Fig. 1: clock routing
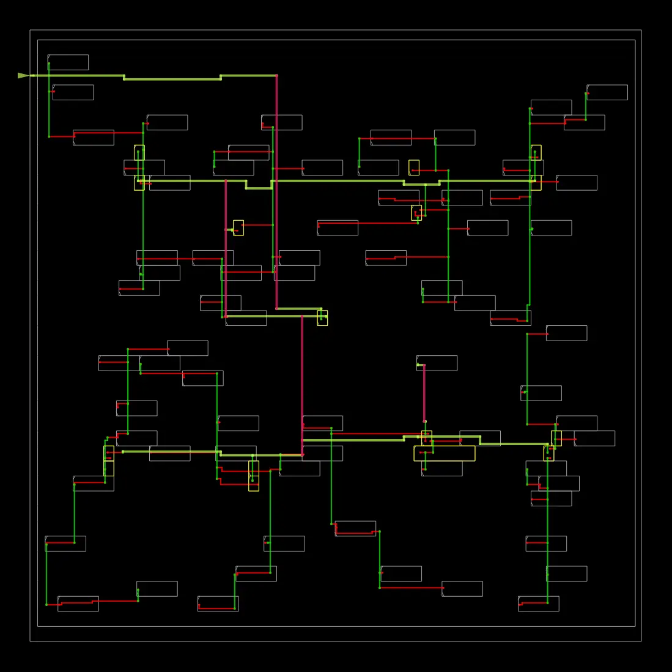
Fig. 2: sizing map
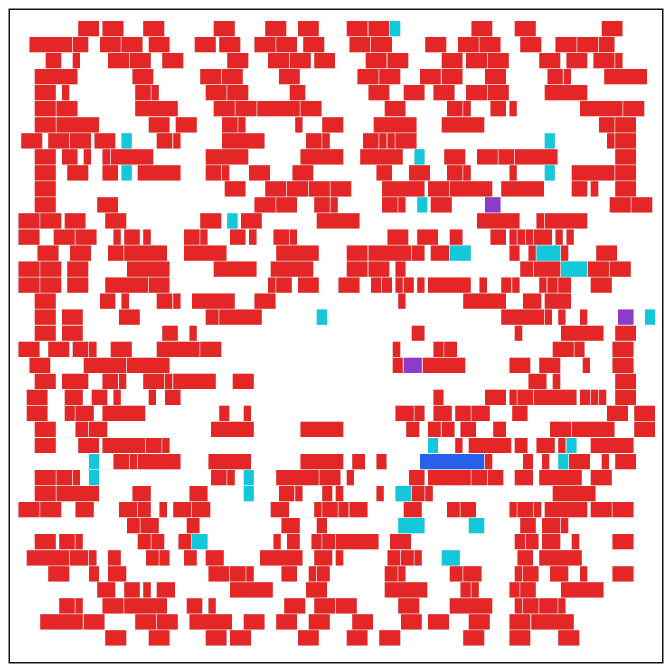
Fig. 3: cell classes on the final placement
Bar = 20 um.
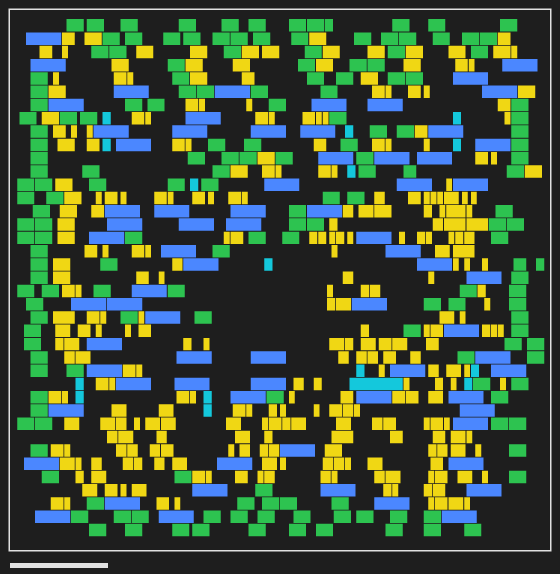
Fig. 4: signal wires on met1
Supply wires on this layer in grey.
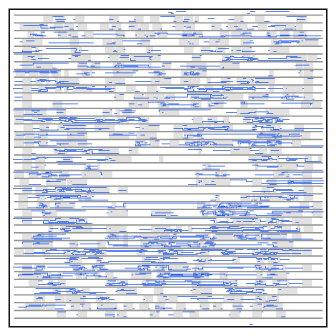
Fig. 5: clock wires, drivers and flops
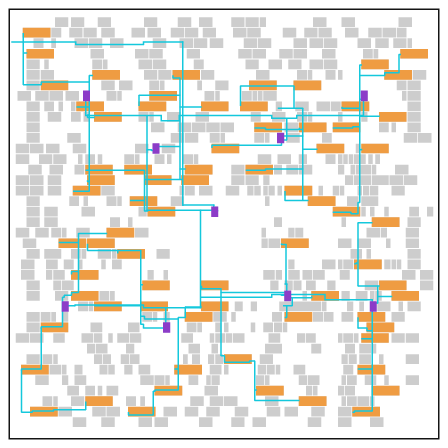
## src/rtl/branch_resolve_unit.sv

```systemverilog
// EX-stage branch resolution: flags register, direction/target decision, redirect pulse and squash window.
// Optional return-address stack enabled by defining BRANCH_RAS_EN.
module branch_resolve_unit #(
  parameter int FLUSH_CYCLES = 3,
  parameter int RAS_DEPTH    = 4
) (
  input  logic        clk,
  input  logic        reset,
  input  logic        Stall,
  input  logic        EX_Valid,
  input  logic        EX_isCmp,
  input  logic [1:0]  ALU_Flags,
  input  logic [4:0]  EX_Branch_Signals,
  input  logic [31:0] EX_PC,
  input  logic [31:0] EX_BranchTarget,
  input  logic [31:0] EX_RA_Value,
  output logic [1:0]  Flags_Out,
  output logic        Branch_Taken,
  output logic [31:0] Branch_PC,
  output logic        Flush,
  output logic        Link_We,
  output logic [31:0] Link_Addr
);

  if (FLUSH_CYCLES < 1 || FLUSH_CYCLES > 7 || RAS_DEPTH < 1) begin : g_bad_param
    $error("branch_resolve_unit: FLUSH_CYCLES must be 1..7 and RAS_DEPTH >= 1");
  end

  typedef enum logic {
    S_IDLE  = 1'b0,
    S_FLUSH = 1'b1
  } state_e;

  state_e      state_q, state_d;
  logic [2:0]  cnt_q, cnt_d;
  logic [1:0]  flags_q, flags_d;
  logic        taken_q, taken_d;
  logic [31:0] bpc_q, bpc_d;
  logic        lwe_q, lwe_d;
  logic [31:0] laddr_q, laddr_d;

  logic        accept;
  logic        is_ret, is_call, is_ubr, is_bgt, is_beq;
  logic        br_taken;
  logic [31:0] link_addr;
  logic [31:0] ret_target;

  // Priority decode: Ret > Call > UBranch > Bgt > Beq
  assign is_ret  = EX_Branch_Signals[4];
  assign is_call = EX_Branch_Signals[3] & ~EX_Branch_Signals[4];
  assign is_ubr  = EX_Branch_Signals[2] & ~(|EX_Branch_Signals[4:3]);
  assign is_bgt  = EX_Branch_Signals[1] & ~(|EX_Branch_Signals[4:2]);
  assign is_beq  = EX_Branch_Signals[0] & ~(|EX_Branch_Signals[4:1]);

  assign accept    = EX_Valid & ~Stall & (state_q == S_IDLE);
  assign br_taken  = accept & (is_ret | is_call | is_ubr |
                               (is_bgt & flags_q[1]) | (is_beq & flags_q[0]));
  assign link_addr = EX_PC + 32'd4;

`ifdef BRANCH_RAS_EN
  localparam int PW = (RAS_DEPTH > 1) ? $clog2(RAS_DEPTH) : 1;
  localparam int CW = $clog2(RAS_DEPTH + 1);

  logic [31:0]   ras_q [RAS_DEPTH];
  logic [PW-1:0] ras_ptr_q;
  logic [CW-1:0] ras_cnt_q;
  logic [PW-1:0] ptr_inc, ptr_dec;

  // Circular buffer: a push onto a full stack overwrites the oldest slot.
  assign ptr_inc    = (ras_ptr_q == PW'(RAS_DEPTH - 1)) ? '0 : ras_ptr_q + 1'b1;
  assign ptr_dec    = (ras_ptr_q == '0) ? PW'(RAS_DEPTH - 1) : ras_ptr_q - 1'b1;
  assign ret_target = (ras_cnt_q != '0) ? ras_q[ptr_dec] : EX_RA_Value;

  always_ff @(posedge clk) begin
    if (reset) begin
      for (int i = 0; i < RAS_DEPTH; i++) ras_q[i] <= '0;
      ras_ptr_q <= '0;
      ras_cnt_q <= '0;
    end else if (accept && is_call) begin
      ras_q[ras_ptr_q] <= link_addr;
      ras_ptr_q        <= ptr_inc;
      if (ras_cnt_q != CW'(RAS_DEPTH)) ras_cnt_q <= ras_cnt_q + 1'b1;
    end else if (accept && is_ret && (ras_cnt_q != '0)) begin
      ras_ptr_q <= ptr_dec;
      ras_cnt_q <= ras_cnt_q - 1'b1;
    end
  end
`else
  assign ret_target = EX_RA_Value;
`endif

  always_comb begin
    state_d = state_q;
    cnt_d   = cnt_q;
    flags_d = flags_q;
    taken_d = 1'b0;
    bpc_d   = bpc_q;
    lwe_d   = 1'b0;
    laddr_d = laddr_q;

    if (accept && EX_isCmp) flags_d = ALU_Flags;

    unique case (state_q)
      S_IDLE: begin
        if (br_taken) begin
          taken_d = 1'b1;
          bpc_d   = is_ret ? ret_target : EX_BranchTarget;
          state_d = S_FLUSH;
          cnt_d   = 3'(FLUSH_CYCLES - 1);
        end
        if (accept && is_call) begin
          lwe_d   = 1'b1;
          laddr_d = link_addr;
        end
      end
      S_FLUSH: begin
        if (!Stall) begin
          if (cnt_q == 3'd0) state_d = S_IDLE;
          else               cnt_d   = cnt_q - 3'd1;
        end
      end
      default: state_d = S_IDLE;
    endcase
  end

  always_ff @(posedge clk) begin
    if (reset) begin
      state_q <= S_IDLE;
      cnt_q   <= '0;
      flags_q <= '0;
      taken_q <= 1'b0;
      bpc_q   <= '0;
      lwe_q   <= 1'b0;
      laddr_q <= '0;
    end else begin
      state_q <= state_d;
      cnt_q   <= cnt_d;
      flags_q <= flags_d;
      taken_q <= taken_d;
      bpc_q   <= bpc_d;
      lwe_q   <= lwe_d;
      laddr_q <= laddr_d;
    end
  end

  assign Flags_Out    = flags_q;
  assign Branch_Taken = taken_q;
  assign Branch_PC    = bpc_q;
  assign Flush        = (state_q == S_FLUSH);
  assign Link_We      = lwe_q;
  assign Link_Addr    = laddr_q;

endmodule

```

## config.mk

```make
export PLATFORM = sky130hd
export DESIGN_NAME = branch_resolve_unit
export DESIGN_NICKNAME = d
export VERILOG_FILES = /design/src/rtl/branch_resolve_unit.sv
export SDC_FILE = /design/constraint.sdc
export NUM_CORES = 1
export LEC_CHECK = 0
export CORE_UTILIZATION = 30
export CTS_BUF_LIST = sky130_fd_sc_hd__clkbuf_2
export DETAILED_ROUTE_END_ITERATION = 12
export HOLD_SLACK_MARGIN = 0.15
export PLACE_DENSITY_LB_ADDON = 0.05
export SLEW_MARGIN = 30
export SYNTH_ARGS = -nofsm -noshare
export SYNTH_HDL_FRONTEND = slang
export SYNTH_SLANG_ARGS = --single-unit
```

## constraint.sdc

```tcl
create_clock -name clk -period 7.4 [get_ports clk]
set_clock_uncertainty 0.2 [all_clocks]
set_input_delay 2.22 -clock clk [delete_from_list [all_inputs] [get_ports clk]]
set_output_delay 2.22 -clock clk [all_outputs]
set_load 0.02 [all_outputs]
```

==> results.ini <==
[logic_synthesis]
yosys.area.top_type=dfxtp_1
ys_seq_share_pct=40.7
synthCells=402

[floorplan]
initial_core_util_pct=30.8

[power]
p_sw_share_pct=29.1
powerSeq_mw=0.419
power_density_mw_per_mm2=157

[critical_path]
required_ps=7670
endpoint_kind=flop
crit_path_end=Link_Addr[23]

[cells_and_area]
comb_area_sq_mm=0.00189
stdcell_count=706
most-common-layout-cells=clkdlybuf4s50_1, dfxtp_1, nor2_1, a211oi_1, mux2i_1

[placed_design]
numPortBuffers=176
preCtsSetupSlack_ps=2550

[worst_hold_path]
holdPathStages=2

[sta]
finalCriticalPeriod_ps=4260
hold_violations=0

[cts]
post_cts_buffers=0
clk_pin_slew_ps=200

[run_status]
status=finished clean

[route]
routed_via_density=4.90

## Picture notes: Fig. 1
clk latency late pin: 560 ps
total CTS buffers: 9
CTS Sinks: 72

## Picture notes: Fig. 2
colour	size	cells
cyan	drive 2	25
blue	drive 6 and up	1
purple	drive 3 to 4	3
red	drive 1 or less	534
Layout area overhead: 53.0%
Non-CTS buffers: 178
Final Worst Setup Slack: 3140 ps
final instance area: 0.00541 sq mm

## Picture notes: Fig. 3
colour	class	cells
cyan	clock drivers and dummy loads	16
yellow	all other logic	297
green	other buffers and delay cells	178
blue	flip-flops	72
area of the core: 0.0115 sq mm
std cell rows: 39
fraction of area in registers: 26.6%
Layout Utilization: 47.2%

## Picture notes: Fig. 4
nets with wire on the layer	578
longest straight run	32.2 um
share of all routed wire	44%
routed vias: 3462
Post-Route WL: 9.96 mm
met1 usage: 18.9%

## Picture notes: Fig. 5
[purple] cells driving clock nets | count: 9
[cyan] clock wires | length: 1120 um
[orange] flip-flops | count: 72
routed clock nets	10
Clk pwr share: 26.4%
clk pwr: 0.224 mW

metal layers:
layer,vias to the layer above,part of all wire (%),global-route usage [%]
met2,91,48,27.5
met5,-,0,0
li1,1794,-,-
met1,1567,44,18.9
met4,0,1.0,4.44
met3,10,7.1,7.46
Yosys cell counts (4+ instances only):
master and n:
a211oi_1 49, a21oi_1 9, a311oi_1 11, and3_1 4, and4_1 6, clkbuf_1 24, clkbuf_8 4, dfxtp_1 72
inv_1 8, mux2i_1 32, nand2_1 22, nand3_1 9, nand4_1 9, nor2_1 67, nor4_1 6, o21ai_0 7
o31ai_1 6, or3_1 6, or4_1 7, xor2_1 9
worst max-delay path: cells and delay by family:
| kind | cells | cell delay [ps] |
|---|---|---|
| AND/OR/NAND/NOR | 3 | 1530 |
| AND-OR/OR-AND | 1 | 250 |
| buffers and inverters | 1 | 530 |
No activity file was given, so power comes from the tool's default toggle rates.
